### Metal 1

Scale: 2 px per um. Supply wires on this layer in gray.
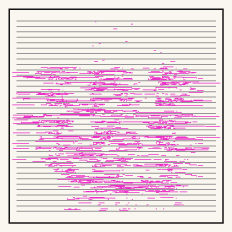
### Metal 3

Scale: 4 px per um. Cells faint in the background.
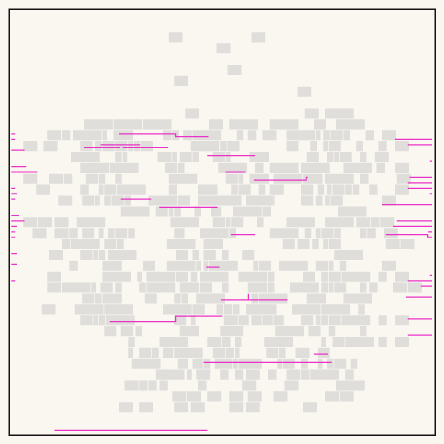
### The clock network

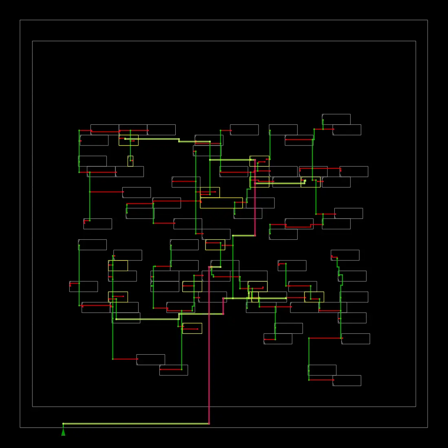
### Cell density map

Scale: 4 px per um. 11 x 11 tiles, from white (low) to dark blue (high), 0 to 100% covered.
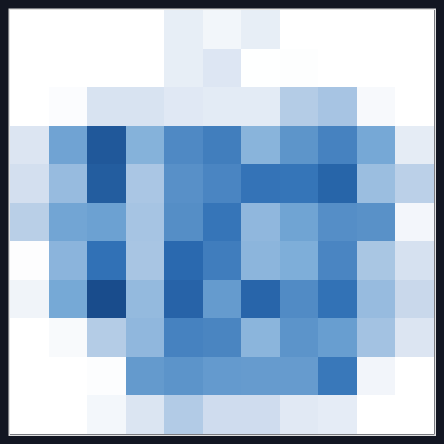
### Clock wires, drivers and flops

Scale: 4 px per um.
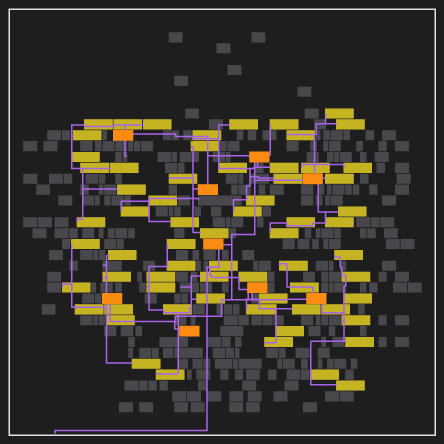
===== config.mk =====
export PLATFORM = sky130hd
export DESIGN_NAME = pipe_skid_reg
export DESIGN_NICKNAME = d
export VERILOG_FILES = /design/src/rtl/pipe_skid_reg.sv
export SDC_FILE = /design/constraint.sdc
export NUM_CORES = 1
export LEC_CHECK = 0
export ABC_AREA = 0
export CORE_MARGIN = 3
export CORE_UTILIZATION = 28
export CTS_CLUSTER_SIZE = 10
export DETAILED_ROUTE_END_ITERATION = 12
export MAX_ROUTING_LAYER = met4
export PLACE_DENSITY = 0.63
export SLEW_MARGIN = 10
export SYNTH_ARGS = -nofsm -noshare
export SYNTH_HDL_FRONTEND = slang
export SYNTH_SLANG_ARGS = --single-unit

===== constraint.sdc =====
create_clock -name clk -period 2.8 [get_ports clk]
set_clock_uncertainty 0.15 [all_clocks]
set_input_delay 0.7 -clock clk [delete_from_list [all_inputs] [get_ports clk]]
set_output_delay 0.7 -clock clk [all_outputs]
set_load 0.01 [all_outputs]

===== src/rtl/pipe_skid_reg.sv =====
// Elastic pipeline-stage register with a one-entry skid buffer, flush and a registered upstream ready.
// Optional stall-cycle counter on stall_cnt_o when PIPE_SKID_REG_PERF_EN is defined.
module pipe_skid_reg #(
    parameter int unsigned           WIDTH     = 32,
    parameter logic [WIDTH-1:0]      RESET_VAL = '0
) (
    input  logic             clk,
    input  logic             rst,
    input  logic             flush_i,
    input  logic             in_valid_i,
    output logic             in_ready_o,
    input  logic [WIDTH-1:0] in_data_i,
    output logic             out_valid_o,
    input  logic             out_ready_i,
`ifdef PIPE_SKID_REG_PERF_EN
    output logic [31:0]      stall_cnt_o,
`endif
    output logic [WIDTH-1:0] out_data_o
);

    logic             main_v_q, main_v_d;
    logic             skid_v_q, skid_v_d;
    logic [WIDTH-1:0] main_q,   main_d;
    logic [WIDTH-1:0] skid_q,   skid_d;

    logic accept;
    logic pop;

    // Ready depends only on the skid flag, so there is no path from out_ready_i.
    assign in_ready_o  = ~skid_v_q;
    assign out_valid_o = main_v_q;
    assign out_data_o  = main_v_q ? main_q : RESET_VAL;

    assign accept = in_valid_i & ~skid_v_q;
    assign pop    = main_v_q & out_ready_i;

    always_comb begin
        main_v_d = main_v_q;
        skid_v_d = skid_v_q;
        main_d   = main_q;
        skid_d   = skid_q;

        if (flush_i) begin
            main_v_d = 1'b0;
            skid_v_d = 1'b0;
            main_d   = RESET_VAL;
            skid_d   = RESET_VAL;
        end else begin
            case ({main_v_q, skid_v_q})
                2'b00: begin
                    if (accept) begin
                        main_v_d = 1'b1;
                        main_d   = in_data_i;
                    end
                end
                2'b10: begin
                    if (accept && pop) begin
                        main_d = in_data_i;
                    end else if (accept) begin
                        skid_v_d = 1'b1;
                        skid_d   = in_data_i;
                    end else if (pop) begin
                        main_v_d = 1'b0;
                    end
                end
                2'b11: begin
                    // Skid entry drains into main once the downstream takes the head.
                    if (pop) begin
                        skid_v_d = 1'b0;
                        main_d   = skid_q;
                        skid_d   = RESET_VAL;
                    end
                end
                default: begin
                    main_v_d = 1'b0;
                    skid_v_d = 1'b0;
                    main_d   = RESET_VAL;
                    skid_d   = RESET_VAL;
                end
            endcase
        end
    end

    always_ff @(posedge clk) begin
        if (rst) begin
            main_v_q <= 1'b0;
            skid_v_q <= 1'b0;
            main_q   <= RESET_VAL;
            skid_q   <= RESET_VAL;
        end else begin
            main_v_q <= main_v_d;
            skid_v_q <= skid_v_d;
            main_q   <= main_d;
            skid_q   <= skid_d;
        end
    end

`ifdef PIPE_SKID_REG_PERF_EN
    logic [31:0] stall_cnt_q, stall_cnt_d;

    // Flush does not clear the counter; only reset does.
    always_comb begin
        stall_cnt_d = stall_cnt_q;
        if (main_v_q && !out_ready_i && (stall_cnt_q != 32'hFFFF_FFFF)) begin
            stall_cnt_d = stall_cnt_q + 32'd1;
        end
    end

    always_ff @(posedge clk) begin
        if (rst) begin
            stall_cnt_q <= 32'd0;
        end else begin
            stall_cnt_q <= stall_cnt_d;
        end
    end

    assign stall_cnt_o = stall_cnt_q;
`endif

endmodule


==> changes_impl.md <==
### Metrics

* Clk buf depth at 2
* Most numerous logic cells after layout: clkdlybuf4s50_1 (70), dfxtp_1 (65), a21oi_1 (33)
* Cell count after synthesis at 307
* Max Fclk at 0.390 GHz
* Log Warnings at 26
* Post-CTS setup buffers at 0
* Min-delay src: skid_q[24]
* Number of max-cap violations at 0
* Dpl cells at 481
* Worst-margin pin slew at 927 ps
* Worst hold margin at 330 ps
* Die area at 0.0113 mm2
* Worst hold path endpoint: skid_q[24]
* Largest net degree at the start of global routing at 39
* Yosys warns at 0
* Clk pin slew, worst setup/hold paths at 60 ps
* Hold Vio Cnt, Final at 0
* R2R depth at 4
* Setup Viol. Count Final at 0
* Mean number of vias per cell at 4.97
* R2R Setup Slk at 650 ps
* Startpoint Class: flip-flop
* Vias in the first global route at 2396
* Hold_buf cts at 0
* Gpl congestion at 0.756
* Final WS setup at 233 ps
* GRT Total Usage at 14.3%
* CTS tree: yes
* Final net count at 400
* Mean Syn Cell Area at 9.14 um2
* Synth Seq Share at 47.1%
* Port-buffer cells at 70
* Sink Count at 66
* Die height at 106 um
* Area grow syn2layout at 35.3%
* Unrepaired setup endpoints after global routing: false
* Drt drc at 0
* Critical path required time at 1950 ps
* Antenna fix cells at 0
* Pwr per Cell Area at 524 mW/mm2
* Setup TNS at 0 ps
* Initial antenna violation count at 0
* Crit end category: output port
* Ys flops at 66
* Min Tclk post-route at 2570 ps
* # resized after CTS at 0
* Pre-antenna DRT Iters at 4
* DRT iter0 DRCs at 147
* Die W at 106 um
* Fin util at 39.9%
* Synthesized Nets at 344
* Arrival time worst endpoint at 1720 ps
* Share of cells above drive strength 1 at 8.45%
* Reg-to-Reg Start: skid_v_q
* Pre-CTS setup slack at 247 ps
* Initial Util at 29.5%
* Reg-to-Reg End: main_q[6]
* Hold Path Stages at 1
* Avg WL per Cell at 15.5 um
* First-pass GRT wire length at 12.4 mm
* Post-synth cell types at 21
* Outcome: finished, final reports clean
* Post-layout period usage at 91.7%
* Peak VDD IR at 209 uV
* Final Max Tran Viols at 0
* Fillers at 947
* Post-Layout Cell Count at 496
* Rel. slew slack at 38.1%
* CTS root buffer: clkbuf_8
* Min-delay worst type: reg2reg
* Routed Antenna Nets at 0
* H-tree Lvls at 3
* Via Count at 2466
* Pleak at 1.40 nW
* Ys cells at 307
* WL final at 7.69 mm
* Gr ovfl total at 0
* Most numerous logic cell after layout: clkdlybuf4s50_1
* Core Box Area at 0.00950 mm2
* Max FO, Critical Path at 34
* Post-DP HPWL at 4.81 mm
* Crit path kind: reg2out
* # rows at 35
* Syn Std Cell Area at 0.00281 mm2
* I/O pins at 71
* YS chip area at 0.00281 mm2
About 'Metal 1':
longest straight run: 33.1 um
nets with wire on the layer: 364
wire length on this layer: 3460 um

About 'Metal 3':
share of all routed wire: 4.7%
longest straight run: 38.0 um
nets with wire on the layer: 41

About 'The clock network':
seq_cells: 66
Clk. pwr: 817 uW
Layout clock buffers: 13
Insertion Delay late pin: 340 ps
Num CTS Buffers: 9

About 'Cell density map':
mean over tiles: 32%
fullest tile: 89%
nearly empty tiles: 25%
tiles over 75% full: 5.8%
densest ninth of the die: center

About 'Clock wires, drivers and flops':
[clock-net drivers] orange | count: 9
[flip-flops] yellow | count: 66
[clock wires] purple | length: 828 um
routed clock nets: 10

[worst max-delay path, stage by stage, from the launching register on]
cell and delay, ps:
dfxtp_2 320, buf_4 310, and2_1 200, clkdlybuf4s50_1 540
[cell families after synthesis]
family / count (synthesis) / synth area share, %
DFF: 66 / 47.1
AOI/OAI and AO/OA: 100 / 26.9
and+or+nand+nor: 104 / 19.1
buffers and inverters: 37 / 6.87
[layer usage]
layer	track usage (%)	share of wire, %	vias up	wire length [um]
li1	-	-	1240	-
met1	16.8	45	1154	3460
met2	23.6	50	65	3810
met3	4.07	4.7	7	360
met4	4.26	0.83	0	64
met5	-	0	-	0
[Yosys cell counts]
cell / n / area, um2
a211oi_4: 1 / 20.0
a21oi_1: 34 / 170
a22o_1: 32 / 280
a311oi_1: 32 / 280
and2_1: 32 / 200
and4bb_2: 1 / 12.5
buf_1: 1 / 3.75
buf_2: 19 / 95.1
buf_6: 4 / 45.0
clkbuf_1: 11 / 41.3
dfxtp_1: 66 / 1320
inv_1: 2 / 7.51
nand2_1: 32 / 120
nand2b_1: 2 / 12.5
nand3_1: 32 / 160
nor2_1: 1 / 3.75
nor3_1: 1 / 5.00
nor3_2: 1 / 10.0
o21ai_0: 1 / 5.00
or2_1: 1 / 6.26
or2_2: 1 / 6.26
[area by class of cell]
cell class                 count  area, um2  area share, %
multi-input combinational    204       1310           34.6
timing repair buffer          80        788           20.8
sequential                    66       1320           34.8
clock inverter                 2       35.0          0.923
clock buffer                  13        169           4.45
inverter                       2       7.51          0.198
tap                          129        161           4.25
[stage by stage]
stage / power [mW] / instance area, um2
2_1_floorplan: 1.10 / 2810
3_3_place_gp: 1.19 / 3590
3_5_place_dp: 1.19 / 3590
4_1_cts: 2.01 / 3800
5_1_grt: 2.07 / 3800
6_report: 1.99 / 3800
[state kept, by name (all words and copies together), names as in the netlist]
name	count
main_q	32
skid_q	32
out_valid_o	1
skid_v_q	1
[power breakdown]
part	switching [mW]	internal [mW]	total (mW)	leakage, nW
Clock	0.339	0.478	0.817	0.106
Combinational	0.102	0.0956	0.197	0.758
Sequential	0.0115	0.963	0.975	0.536
[how the worst max path moves through the flow]
stage,end,cells after the start,slack (ps),from
after detailed placement,main_q[5],4,250,in_valid_i
after global placement,main_q[19],4,310,in_valid_i
after CTS,out_data_o[9],3,190,out_valid_o
final,out_data_o[9],3,230,out_valid_o
after floorplan,skid_q[10],5,930,flush_i
after global routing,out_data_o[9],3,140,out_valid_o
No activity file was given, so power comes from the tool's default toggle rates.
